==> config.mk <==
export PLATFORM = sky130hd
export DESIGN_NAME = pcbt_group_sender
export DESIGN_NICKNAME = d
export VERILOG_FILES = /design/src/rtl/pcbt_group_sender.sv
export SDC_FILE = /design/constraint.sdc
export NUM_CORES = 1
export LEC_CHECK = 0
export ABC_AREA = 1
export CAP_MARGIN = 40
export CORE_ASPECT_RATIO = 2
export CORE_UTILIZATION = 55
export CTS_CLUSTER_SIZE = 25
export DETAILED_ROUTE_END_ITERATION = 16
export PLACE_DENSITY = 0.74
export SLEW_MARGIN = 20
export SYNTH_ARGS = -nofsm -noshare
export SYNTH_HDL_FRONTEND = slang
export SYNTH_SLANG_ARGS = --single-unit
==> constraint.sdc <==
create_clock -name clk -period 3.3 [get_ports clk]
set_input_delay 0.495 -clock clk [delete_from_list [all_inputs] [get_ports clk]]
set_output_delay 0.495 -clock clk [all_outputs]
set_load 0.05 [all_outputs]
==> src/rtl/pcbt_group_sender.sv <==
// pcbt_group_sender: buffers float words from an upstream producer and
// streams them to the pcbt accumulator in groups of a given length,
// flagging the last word of each group with end_of_group.
module pcbt_group_sender #(
  parameter int unsigned width      = 32,
  parameter int unsigned depth      = 16,
  parameter int unsigned max_inputs = 32768,
  localparam int unsigned len_w     = $clog2(max_inputs) + 1
) (
  input  logic              clk,
  input  logic              rst,
  input  logic [width-1:0]  data_in,
  input  logic              data_wr,
  output logic              data_full,
  input  logic [len_w-1:0]  grp_len,
  input  logic              grp_valid,
  output logic              grp_ready,
  output logic [width-1:0]  ip,
  output logic              valid_in,
  output logic              end_of_group,
  input  logic              ready,
  output logic              overflow,
  output logic              len_err,
  output logic [15:0]       groups_sent
);

  localparam int unsigned ptr_w = $clog2(depth);
  localparam int unsigned cnt_w = ptr_w + 1;

  typedef enum logic {
    IDLE,
    STREAM
  } state_t;

  state_t state, next_state;

  logic [width-1:0] mem [depth];
  logic [ptr_w-1:0] wr_ptr;
  logic [ptr_w-1:0] rd_ptr;
  logic [cnt_w-1:0] count;
  logic [cnt_w-1:0] count_next;

  logic [len_w-1:0] remaining;

  logic push;
  logic pop;
  logic accept;
  logic len_ok;
  logic last_word;

  // A write is taken only when there is room; full is the registered flag.
  assign push = data_wr && !data_full;

  // Descriptor lengths outside 1..max_inputs are accepted but rejected.
  assign len_ok = (grp_len != '0) && (grp_len <= len_w'(max_inputs));

  assign last_word = (remaining == len_w'(1));

  // Show-ahead: head of the FIFO drives ip straight from the memory.
  assign ip = mem[rd_ptr];

  // Occupancy after this cycle's push/pop.
  always_comb begin
    count_next = count;
    unique case ({push, pop})
      2'b10:   count_next = count + cnt_w'(1);
      2'b01:   count_next = count - cnt_w'(1);
      default: count_next = count;
    endcase
  end

  // FIFO storage; memory itself needs no reset since the pointers define validity.
  always_ff @(posedge clk) begin
    if (!rst && push) begin
      mem[wr_ptr] <= data_in;
    end
  end

  // FIFO pointers, occupancy, full flag and sticky overflow.
  always_ff @(posedge clk) begin
    if (rst) begin
      wr_ptr    <= '0;
      rd_ptr    <= '0;
      count     <= '0;
      data_full <= 1'b0;
      overflow  <= 1'b0;
    end else begin
      if (push) begin
        wr_ptr <= wr_ptr + ptr_w'(1);
      end
      if (pop) begin
        rd_ptr <= rd_ptr + ptr_w'(1);
      end
      count     <= count_next;
      data_full <= (count_next == cnt_w'(depth));
      // A dropped write counts even when a pop frees a slot in the same cycle.
      if (data_wr && data_full) begin
        overflow <= 1'b1;
      end
    end
  end

  // FSM state register.
  always_ff @(posedge clk) begin
    if (rst) begin
      state <= IDLE;
    end else begin
      state <= next_state;
    end
  end

  // FSM next-state and handshake outputs.
  always_comb begin
    next_state   = state;
    grp_ready    = 1'b0;
    valid_in     = 1'b0;
    end_of_group = 1'b0;
    accept       = 1'b0;
    pop          = 1'b0;
    unique case (state)
      IDLE: begin
        grp_ready = !rst;
        if (grp_valid && !rst) begin
          accept = 1'b1;
          if (len_ok) begin
            next_state = STREAM;
          end
        end
      end
      STREAM: begin
        valid_in     = (count != '0);
        end_of_group = valid_in && last_word;
        pop          = valid_in && ready;
        if (pop && last_word) begin
          next_state = IDLE;
        end
      end
      default: next_state = IDLE;
    endcase
  end

  // Group bookkeeping: words left in the group, completed count, length error pulse.
  always_ff @(posedge clk) begin
    if (rst) begin
      remaining   <= '0;
      groups_sent <= '0;
      len_err     <= 1'b0;
    end else begin
      len_err <= accept && !len_ok;
      if (accept && len_ok) begin
        remaining <= grp_len;
      end else if (pop) begin
        remaining <= remaining - len_w'(1);
      end
      if (pop && last_word) begin
        groups_sent <= groups_sent + 16'd1;
      end
    end
  end

endmodule

Run 1, I/O pins on the die edge:
(2 px per um) Pins as bars across the die edge, other pins in grey.
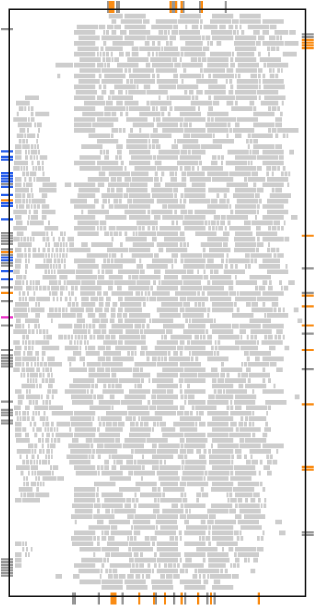
- blue: groups_sent (pins 16; direction output; edge left)
- magenta: grp_ready (pins 1; direction output; edge left)
- orange: ip (pins 32; direction output; edge 12 right, 10 bottom, 7 top, 3 left)
- all pins by edge: 53 left, 20 right, 19 bottom, 15 top

Run 1, track usage over the die:
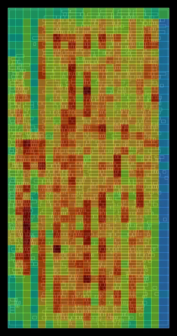
met3 Resource Use GR: 3.551%
wire length per cell: 20.99 um
met2 Track Usage GR: 45.62%

==> impl_metrics.ini, run 1 <==
; flow metrics
[pwr]
powerDensity_nw_per_um2 = 530.9
seqPwrFrac_pct = 55.4
combPwrFrac_pct = 6.0
power_leakage_nw = 8.958
ir_worst_vdd_mv = 0.4057
p_int_w = 0.01116
pwr-share-clk_pct = 38.5
switching_share_pct = 21.56
p_sw_w = 0.003068

[logic_synthesis]
top_cells_by_count = edfxtp_1 (512), inv_1 (189), o21ai_0 (170)
avgSynthCellArea_um2 = 12.93
topCellsByArea = edfxtp_1 (66%), mux2i_1 (5.5%), dfxtp_1 (4.6%)
top_cell = edfxtp_1
top_area_cell = edfxtp_1
yosys_area_um2 = 23240
yosysTopAreaCellShare_pct = 66.14
fp_nets = 1861
synth_cells = 1798
flop_cell = edfxtp_1
synth_seq_share_pct = 70.71
synth-async-reset-ratio_pct = 0
synth_flops = 565
synthDistinctLibCells = 37
ys_cells = 1798
synth_warnings = 0
synth-edff-count = 512
synthesis.area_um2 = 23240

[global_route]
grt_pass1_wl_um = 80650
antenna_found_initial = 3
grt_usage_pct = 24.61
grt_max_degree = 91
grt_pass1_vias = 14847
grt_overflow = 0

[die]
die_h_um = 292.7
row_count = 106
die_x_um = 147.4
boundaryPins = 107
coreArea_um2 = 41780
chipArea_um2 = 43140
fp_util_pct = 55.64

[cells_and_area]
fin_nets = 1973
lay_top_count = edfxtp_1
drive_gt1_share_pct = 10.33
syn_to_final_growth_pct = 15.34
lay_top_cells = edfxtp_1 (512), inv_1 (188), o21ai_0 (170)
stdcell_count = 2487
fillerInstances = 3026

[cts]
cts_max_level = 2
tritoncts = done
cts_root_buffer = clkbuf_16
cts_buffers = 47
clockBufferDepth = 3
post_cts_buffers = 0
clkTransAtPathRegs_ns = 0.06
cts_sinks = 565
clk_latency_ns = 0.57

[final_timing]
worst_pin_slew_ns = 0.6380
tns_ns = 0
max_clock_freq_mhz = 334.2
fin_skew_ns = 0.02103
rsz0062_at_grt = no
finalHoldViolCount = 0
setup_viol_count_final = 0
fin_crit_ns = 2.992
slew-limit-headroom_pct = 57.08
fin_crit_sh_pct = 90.67
drv_slew = 0
whs_ns = 0.4855

[setup_path]
worstReg2RegStart = data_full
r2r-end = data_full
critical_path_class = reg -> out
crit_required_ns = 2.80
critPathCaptureType = output pin
cp_data_arrival_time_ns = 2.50
worst_r2r_path_depth = 15
cp_max_fo = 5
cp-start-kind = register
rrSetupSlack_ns = 1.14

[placement]
io_buffer_count = 106
hpwl_um = 31130
routabilityCongestion = 0.9493
dp_cells = 2401

[min_path]
worstHoldStart = overflow
hold_depth = 2
whs_endpoint = overflow
hold_path.class = reg -> reg

[route]
drt-total-wl_um = 52200
vias = 14636
drc_errors = 0
first_pass_iters = 7
drtIter0Drc = 1066
postRouteAntennaNets = 0
via_per_inst = 5.885

[job]
warnings = 30
cap_violations = 0

[run_status]
status = finished, final reports clean
Run 1, layout detail:
Region (61, 75) to (86, 100) um. Cells in grey, sequential cells in the stronger grey; small squares are vias.
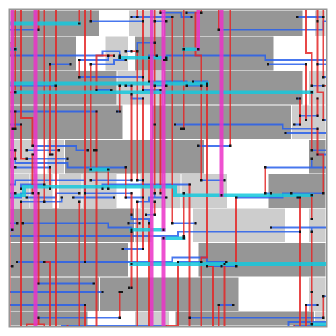
- red: M2
- blue: M1
- cyan: M3
- magenta: M4
- cells with their middle in the window: 28
- most frequent: edfxtp_1 (13)
- sequential cells in the window: 13
- netlist names of flops here include: mem (13)

-- run 1: power by group through the flow --
stage               logic (W)  clock network [W]  registers (W)
floorplan            0.000493                  0        0.00804
global placement     0.000837                  0        0.00804
detailed placement   0.000858                  0        0.00804
CTS                  0.000861            0.00557        0.00789
global route         0.000933            0.00580        0.00789
finish               0.000860            0.00549        0.00789
-- run 1: state kept, by name (all words and copies together), names as in the netlist, named ones only --
name,cells
data_full,1
state,1
rd_ptr,4
groups_sent,16
remaining,16
wr_ptr,4
count,5
mem,512
len_err,1
overflow,1
-- run 1: cell type report --
| class | count | area (um2) | share of cell area, % |
|---|---|---|---|
| clock inverter | 31 | 290.3 | 1.083 |
| timing repair buffer | 164 | 1675 | 6.249 |
| clock buffer | 54 | 1202 | 4.485 |
| tap | 540 | 675.6 | 2.520 |
| sequential | 565 | 16450 | 61.35 |
| antenna | 1 | 2.502 | 0.009334 |
| inverter | 193 | 726.9 | 2.711 |
| multi-input combinational | 939 | 5789 | 21.59 |
-- run 1: stage by stage --
| step | setup WS, ns | cell area, um2 | util (%) | power, W |
|---|---|---|---|---|
| global route | 0.1852 | 26810 | 64.17 | 0.01462 |
| floorplan | 0.5046 | 23240 | - | 0.008530 |
| finish | 0.3079 | 26810 | 64.17 | 0.01423 |
| detailed placement | 0.5607 | 25320 | 60.60 | 0.008901 |
| global placement | 0.5723 | 25320 | 60.60 | 0.008876 |
| CTS | 0.2766 | 26810 | 64.17 | 0.01432 |
-- run 1: cells by family after synthesis --
logic type | share of synthesized area, %
simple gates | 6.346
mux | 5.512
xor+xnor | 0.6782
flops | 70.71
compound gates | 11.31
fa+ha+maj | 0.5383
buf+inv | 4.904
-- run 1: how the worst max path moves through the flow --
stage	start	endpoint	slack, ns
6_report	remaining[6]	end_of_group	0.31
5_1_grt	register	ip[23]	0.19
4_1_cts	register	ip[23]	0.28
3_5_place_dp	grp_len[0]	remaining[8]	0.56
3_3_place_gp	remaining[9]	end_of_group	0.57
2_1_floorplan	remaining[9]	groups_sent[2]	0.50
-- run 1: routing by layer --
| metal | share of wire (%) | GRT usage (%) | wire length [um] |
|---|---|---|---|
| met1 | 36 | 27.48 | 18710 |
| met3 | 6.0 | 3.551 | 3121 |
| met4 | 4.0 | 11.32 | 2104 |
| met5 | 0.052 | 0 | 27 |
| met2 | 54 | 45.62 | 28230 |
-- run 1: critical path, stage by stage, from the launching register on --
cell and delay (ns):
dfxtp_1 0.30, inv_1 0.12, nand2_1 0.10, nor2_1 0.21, nand3_1 0.11, nor4_1 0.50, dlygate4sd2_1 0.60
-- run 1: timing repair --
| item | in CTS | in global routing |
|---|---|---|
| hold buffers | 0 | 0 |
| endpoints found under the setup margin | 1 | 0 |
| resized | 1 | 0 |
--- run 2 (diff from run 1) ---
- SLEW_MARGIN: 20 -> unset
Run 2, layout detail:
Region (61, 75) to (86, 100) um. Cells in grey, sequential cells in the stronger grey; small squares are vias.
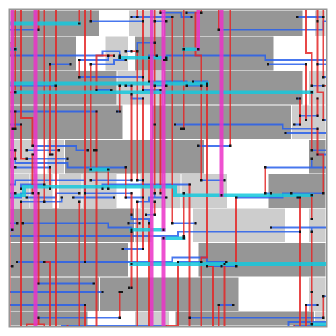

==> run 2 against run 1 <==
Setup slack stayed put. Core utilization unchanged. Largest cell class unchanged. Synthesized cell count stayed put. Critical path type unchanged.
==> impl_metrics.ini, run 2 <==
; flow metrics
[run_status]
status = finished, final reports clean

[route]
drt-total-wl_um = 52200
postRouteAntennaNets = 0
drc_errors = 0
vias = 14636
drtIter0Drc = 1066
via_per_inst = 5.885
first_pass_iters = 7

[global_route]
grt_pass1_wl_um = 80650
grt_usage_pct = 24.61
grt_max_degree = 91
grt_overflow = 0

[logic_synthesis]
top_cell = edfxtp_1
yosysTopAreaCellShare_pct = 66.14
synth_cells = 1798
top_cells_by_count = edfxtp_1 (512), inv_1 (189), o21ai_0 (170)
avgSynthCellArea_um2 = 12.93
ys_cells = 1798
top_area_cell = edfxtp_1
fp_nets = 1861
synth-edff-count = 512
yosys_area_um2 = 23240

[cts]
clk_latency_ns = 0.57
tritoncts = done
cts_root_buffer = clkbuf_16
clockBufferDepth = 3
cts_max_level = 2
holdBufCountCts = 0
cts_sinks = 565
cts_buffers = 47
clkTransAtPathRegs_ns = 0.06

[pwr]
p_int_w = 0.01116
switching_share_pct = 21.56
power_leakage_nw = 8.958
pwr-share-clk_pct = 38.5
total_power_w = 0.01423
combPwrFrac_pct = 6.0
powerDensity_nw_per_um2 = 530.9
seqPwrFrac_pct = 55.4

[final_timing]
tns_ns = 0
slew-limit-headroom_pct = 57.08
finalHoldViolCount = 0
fin_skew_ns = 0.02103
fin_crit_sh_pct = 90.67
whs_ns = 0.4855
setup_viol_count_final = 0
drv_slew = 0
setup_slack_ns = 0.3079
rsz0062_at_grt = no
fin_crit_ns = 2.992

[cells_and_area]
syn_to_final_growth_pct = 15.34
drive_gt1_share_pct = 10.33
fillerInstances = 3026
regMostFlops = mem
utilization_pct = 64.17
largest_reg_flops = 512
seq_area_um2 = 16450
top_regs = mem (512), groups_sent (16), remaining (16)
comb_area_um2 = 5789

[setup_path]
crit_chain = inv_1 > nand2_1 > nor2_1 > nand3_1 > nor4_1 > dlygate4sd2_1
critical_path_class = reg -> out
critPathCaptureType = output pin
path_buffers = 2
cp-start-kind = register
cp_max_fo = 5
cp_data_arrival_time_ns = 2.50
worst_r2r_path_depth = 15
cp_slowest_cell = dlygate4sd2_1

[die]
coreArea_um2 = 41780
row_count = 106
boundaryPins = 107
die_h_um = 292.7
die_x_um = 147.4

[job]
cap_violations = 0

[placement]
routabilityCongestion = 0.9493
io_buffer_count = 106
## run 2: area by class of cell
cell class	count	area share, %
flip-flops and latches	565	61.35
multi-input cells	939	21.59
repair buffers	164	6.249
clock buffers	54	4.485
inverters	193	2.711
well taps	540	2.520
clock inverters	31	1.083
diodes	1	0.009334
## run 2: cell families (layout without fill, tap and decap cells)
kind of cell / after synthesis / in the layout / share of synthesized area (%)
AND/OR/NAND/NOR: 324 / 324 / 6.346
multiplexers: 128 / 128 / 5.512
buffers and inverters: 294 / 442 / 4.904
XOR/XNOR: 18 / 18 / 0.6782
flip-flops: 565 / 565 / 70.71
adder cells (fa/ha/maj): 10 / 10 / 0.5383
other: 0 / 1 / 0
AND-OR/OR-AND: 459 / 459 / 11.31
## run 2: worst paths after layout
path	from	end	slack, ns
hold reg to reg	overflow	overflow	0.49
setup reg to reg	data_full	data_full	1.14
hold / removal	overflow	overflow	0.49
setup / recovery	remaining[6]	end_of_group	0.31
## run 2: metrics by stage
stage	instances	cell area (um2)
6_report	2487	26810
5_1_grt	2487	26810
4_1_cts	2486	26810
3_5_place_dp	2401	25320
3_3_place_gp	2401	25320
2_1_floorplan	1798	23240
## run 2: routing by layer
layer  up-vias  wire, um  track usage, %
li1       6782         -               -
met1      7156     18710           27.48
met2       549     28230           45.62
met3       145      3121           3.551
met4         4      2104           11.32
met5         -        27               0
## run 2: repair_timing
item                                   4_1_cts  5_1_grt
endpoints found under the hold margin        0        0
resized                                      1        0
setup endpoints to repair                    1        0
## run 2: power groups by stage
stage | combinational [W] | sequential (W) | clock [W]
floorplan | 0.000493 | 0.00804 | 0
global placement | 0.000837 | 0.00804 | 0
detailed placement | 0.000858 | 0.00804 | 0
CTS | 0.000861 | 0.00789 | 0.00557
global route | 0.000933 | 0.00789 | 0.00580
finish | 0.000860 | 0.00789 | 0.00549
## run 2: tightest hold or removal path: stages, from the launching register on
cell     delay (ns)
dfxtp_1        0.33
a21oi_1        0.04
nor2_1         0.07
No activity file was given, so power comes from the tool's default toggle rates.
